wire_density.png
The bar under the picture is 50 µm long. 28 x 28 tiles, from black (low) to pale yellow (high), scaled to the fullest tile. Values are wire area over tile area, all layers added.
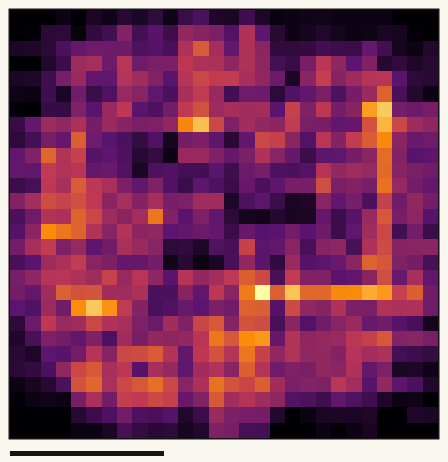
cell_classes.png
Fill, decap, tap and diode cells in gray.
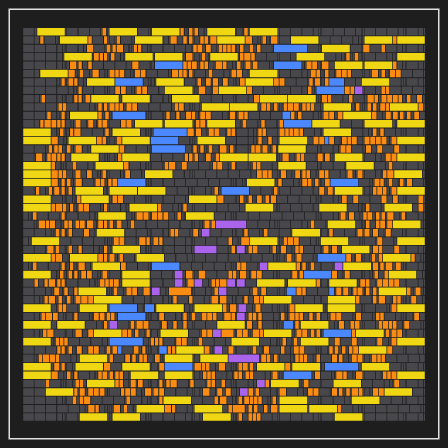
Design jtag_dr_bank, sky130hd; sources not shown.
==> run_results.csv <==
group,metric,value,unit
place,pre_cts_ws,0.746,ns
worst_setup_path,path_buffers,2,
final_layout,flops,165,
logic_synthesis,async_flop_share,100,%
final_layout,seq_area_share,46.4,%
grt,grt_pass1_wl,41000,µm
grt,grt_use_met3,7.90,%
clock_tree,htree_levels,4,
detailed_routing,drtIter0Drc,599,
grt,grt_max_degree,166,
power_and_ir_drop,p_clk,1.93,mW
floorplan,fp_util,48.3,%
logic_synthesis,synth.avg_cell_area,7.80,µm²
final_layout,seqCellArea,0.00413,mm²
worst_setup_path,crit_type,"in2out",
grt,antenna_found_initial,1,
outcome,status,"completed",
power_and_ir_drop,p_leak,4.08,nW
job,cap_viol_max_count,0,
worst_setup_path,crit_required,3.12,ns
Notes on wire_density.png above:
emptiest ninth of the die = north-west
mean over tiles = 0.23
fullest tile = 0.73
nearly empty tiles = 4.7%
DR vias: 7171
Avg WL per Cell: 21.5 µm

Notes on cell_classes.png above:
purple -> other buffers and delay cells  # cells 22
blue -> clock drivers and dummy loads  # cells 32
yellow -> flip-flops  # cells 165
orange -> all other logic  # cells 798
Final Instance Area: 0.00889 mm²
Util after Layout: 53.2%

